==> config.mk <==
export PLATFORM = sky130hd
export DESIGN_NAME = booth_mul_arbiter
export DESIGN_NICKNAME = d
export VERILOG_FILES = /design/src/rtl/booth_mul_arbiter.sv
export SDC_FILE = /design/constraint.sdc
export NUM_CORES = 1
export LEC_CHECK = 0
export CAP_MARGIN = 20
export CORE_MARGIN = 5
export CORE_UTILIZATION = 30
export DETAILED_ROUTE_END_ITERATION = 10
export PLACE_DENSITY = 0.72
export SYNTH_ARGS = -nofsm -noshare
export SYNTH_HDL_FRONTEND = slang
export SYNTH_SLANG_ARGS = --single-unit
export TNS_END_PERCENT = 10
==> constraint.sdc <==
create_clock -name clk -period 1.55 [get_ports clk]
set_input_delay 0.155 -clock clk [delete_from_list [all_inputs] [get_ports clk]]
set_output_delay 0.155 -clock clk [all_outputs]
set_load 0.005 [all_outputs]
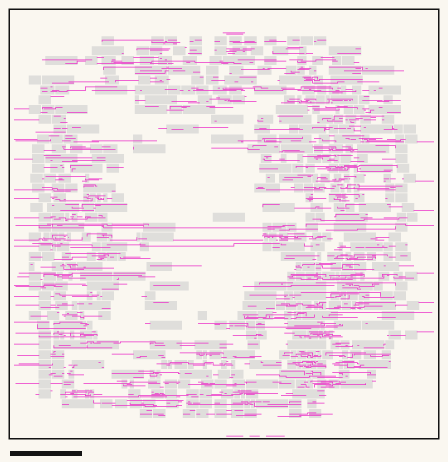
Figure 1: run 1, metal 1.
Scale bar: 20 µm.
main direction: horizontal
share of all routed wire: 43%
nets with wire on the layer: 517
final WL: 9.425 mm
global routing met1 resource utilization: 17.10%

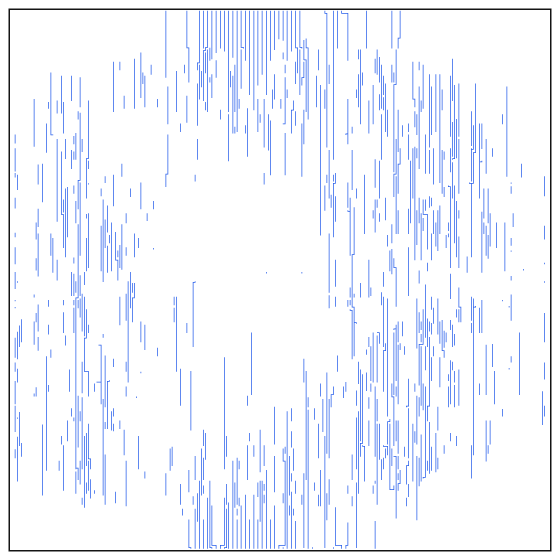
Figure 2: run 1, met2 routing.
nets with wire on the layer: 508
main direction: vertical
share of all routed wire: 49%
wire length on this layer: 4,630 µm
longest straight run: 37.6 µm
via count: 3,004
met2 layer usage reported by global route: 22.81%

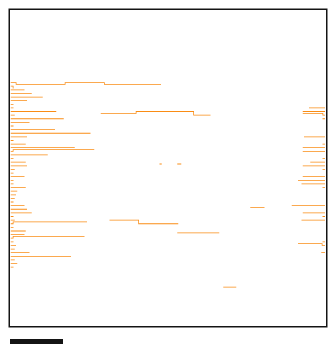
Figure 3: run 1, met3 routing.
Scale bar: 20 µm.
share of all routed wire: 6.8%
wire length on this layer: 645 µm
main direction: horizontal
nets with wire on the layer: 78
met3 Track Usage GR: 5.110%

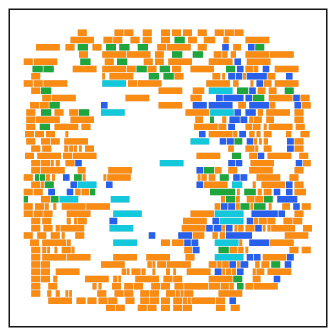
Figure 4: run 1, sizing map.
| size | colour | cells | share |
|---|---|---|---|
| drive 1 or less | orange | 371 | 72% |
| drive 2 | green | 47 | 9.1% |
| drive 3 to 4 | blue | 79 | 15% |
| drive 6 and up | cyan | 17 | 3.3% |
final setup slack of the worst path: -87.12 ps
signed area change from the synthesized netlist to the final layout: 72.58%
area of all placed cells without fillers: 6120 µm²

==> summary.txt, run 1 <==
On the backend side, the flow ran end to end.

Ranked by instance count, the synthesized netlist is headed by sky130_fd_sc_hd__dfrtp_1, sky130_fd_sc_hd__nand2_1, sky130_fd_sc_hd__mux2_2. The parity-gate share of the synthesized area counting xor and xnor cells stands at 6.916%. The OpenROAD report gives the critical path a required time of 1760 ps. The core box area stands at 11,520 µm².

The multi-input combinational cells in the finished layout cover a total of 1680 µm². The synthesis stats list as the most numerous cell sky130_fd_sc_hd__dfrtp_1. The final reports fail on setup timing. The tally of filler cells in the layout stands at 1,044. The number of cells on the worst hold path stands at 2. The critical path runs through a total of 6 cells.

The global router reports that the layer with the highest usage is met2. The number of levels the H-tree was split into stands at 3. The final layout net count stands at 576. Looking at the post-CTS report, the setup buffer insertion count equals 1. The worst setup path is launched from a flip-flop. The via count of the first global-routing pass stands at 3,303.

The warning tally printed by Yosys for this design is 0. The floorplan has 39 rows. The run finished, with violations left.

The final report lists the setup-violating endpoint count as 3. Measured on the final layout, the clock distribution area share stands at 5.561%. Looking at the power breakdown, combinational cells take 31.1% of the total.

The worst path uses 105.6% of the clock period. Entering global routing, the biggest net connects 79 pins. Global routing consumed, over all layers together, 13.79% of the routing resources. The wire length on met3 stands at 644 µm. The critical path's slowest stage uses the library cell sky130_fd_sc_hd__dfrtp_1. At the worst endpoint, the arrival time is 1850 ps. The finished layout reports a core utilization of 53.14%. Signal routing reaches up to met4.

The clock arrives with 5.269 ps of skew. The count of cells resized by post-cts repair stands at 13. The share of layout cells above drive strength 1 stands at 27.82%. In the synthesized netlist the async set-or-reset flop fraction comes to 100.0%. The time the worst path needs with I/O delays and setup stands at 1637 ps. The critical path in the final layout is reported with a setup slack of -87.12 ps. The number of distinct library cells after synthesis stands at 44. Switching power as a fraction of the total was reported as 26.57%. Ranked by total cell area, the synthesized netlist is headed by sky130_fd_sc_hd__dfrtp_1, sky130_fd_sc_hd__mux2_2, sky130_fd_sc_hd__mux2i_1, sky130_fd_sc_hd__nand2_1, sky130_fd_sc_hd__xnor2_1. In the final layout, excluding clock buffers the buffer count is 208.

The multi-input combinational area share stands at 27.46%. The clock sink total stands at 77. Counting the inverters off the clock network in the layout gives 6.

The total power stands at 7295 µW.
==> run 1 -> run 2 <==
- CAP_MARGIN: 20 -> not set
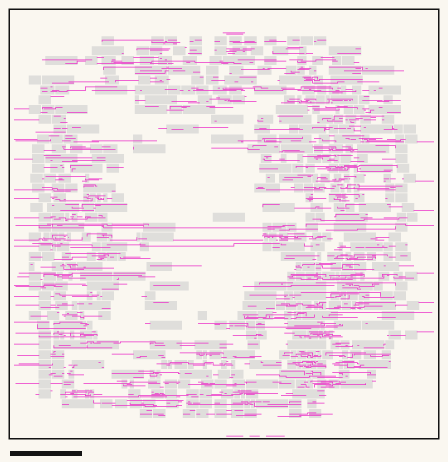
Figure 5: run 2, metal 1.
Scale bar: 20 µm.
nets with wire on the layer: 517
wire length on this layer: 4,080 µm
share of all routed wire: 43%
longest straight run: 49.2 µm
main direction: horizontal

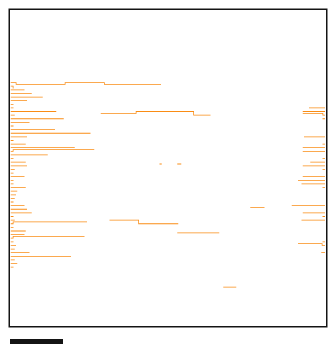
Figure 6: run 2, met3 routing.
Scale bar: 20 µm.
share of all routed wire: 6.8%
nets with wire on the layer: 78

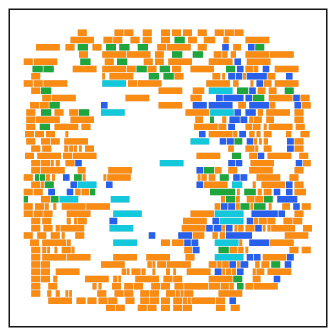
Figure 7: run 2, sizing map.
number of ordinary and repair buffers in the finished layout: 208

==> run 2 against run 1 <==
  * The run still ends with setup timing left
  * Synthesized area stayed put
  * Synthesized cell count did not move
  * Fmax unchanged
  * Critical path depth is the same
  * Flip-flop count unchanged
  * Global-route usage unchanged
  * Final cell count did not move
  * Non-clock buffer count unchanged
  * Count of clock-buffer cells in the layout unchanged
  * Worst setup slack stayed put
  * Critical path type unchanged
  * Largest cell class unchanged
==> summary.txt, run 2 <==
On the backend side, the flow ran end to end.

The final reports fail on setup timing. The synthesized netlist contains 44 unique library cells. The flow ran to the end, but the final reports show violations. The global routing report lists met3 layer usage as 5.110%. The clock arrives with 5.269 ps of skew.

In the post-synthesis netlist, the biggest area contributors are sky130_fd_sc_hd__dfrtp_1, sky130_fd_sc_hd__mux2_2, sky130_fd_sc_hd__mux2i_1, sky130_fd_sc_hd__nand2_1, sky130_fd_sc_hd__xnor2_1. The chip area from the yosys synthesis statistics stands at 3546 µm². Across all layers, the routed design uses 3,004 vias. The signal arrival time at the worst endpoint stands at 1850 ps.

Pins over their slew limit in the final report were tallied at 0. A synthesized cell averages 11.82 µm². The instance count on the critical path stands at 6. In the global route stage, overall resource usage came out at 13.79%. The met2 track demand over resource stands at 22.81%. The utilization of the core after routing stands at 53.14%.

The clock-cell share of area stands at 5.561%. In this run switching power makes up 26.57% of total power. The met1 layer usage reported by global route stands at 17.10%. Per the gpl log, the routability congestion estimate is 0.8120.

The number of levels the H-tree was split into stands at 3. For the worst setup path, the data required time is 1760 ps. The pin count of the biggest net entering global routing stands at 79.

The final setup violation count stands at 3. The time the worst path needs with I/O delays and setup stands at 1637 ps. The multi-input combinational area share stands at 27.46%. The final layout net count stands at 576. The number of cells on the worst hold path stands at 2. The layout has 1,044 filler cells.

The share of power burned in combinational logic stands at 31.1%. The total number of yosys warnings stands at 0. The via count of the first global-routing pass was 3,303. Per the layout report, the design carries 6 non-clock inverters.

The total power stands at 7295 µW. The layout report lists the multi-input gate area as 1680 µm². The relative area change from synthesis to final layout stands at 72.58%.

For this block, the routed nets add up to 9.425 mm of wire. The parity-gate share of the synthesized area counting xor and xnor cells stands at 6.916%. The final timing report gives a worst setup slack of -87.12 ps. Sorting the synthesized cells by how often they occur yields sky130_fd_sc_hd__dfrtp_1, sky130_fd_sc_hd__nand2_1, sky130_fd_sc_hd__mux2_2. In the synthesized netlist the async set-or-reset flop fraction comes to 100.0%. Among all stages on the critical path, the largest delay is contributed by sky130_fd_sc_hd__dfrtp_1. The mux contribution to synthesized area stands at 13.48%. For this design, the sink count on the clock tree is 77. The finished layout cell area stands at 6120 µm². The final timing summary puts the cycle share of the worst path at 105.6%.
Power figures rest on the tool's default switching activity, not on a simulated workload.
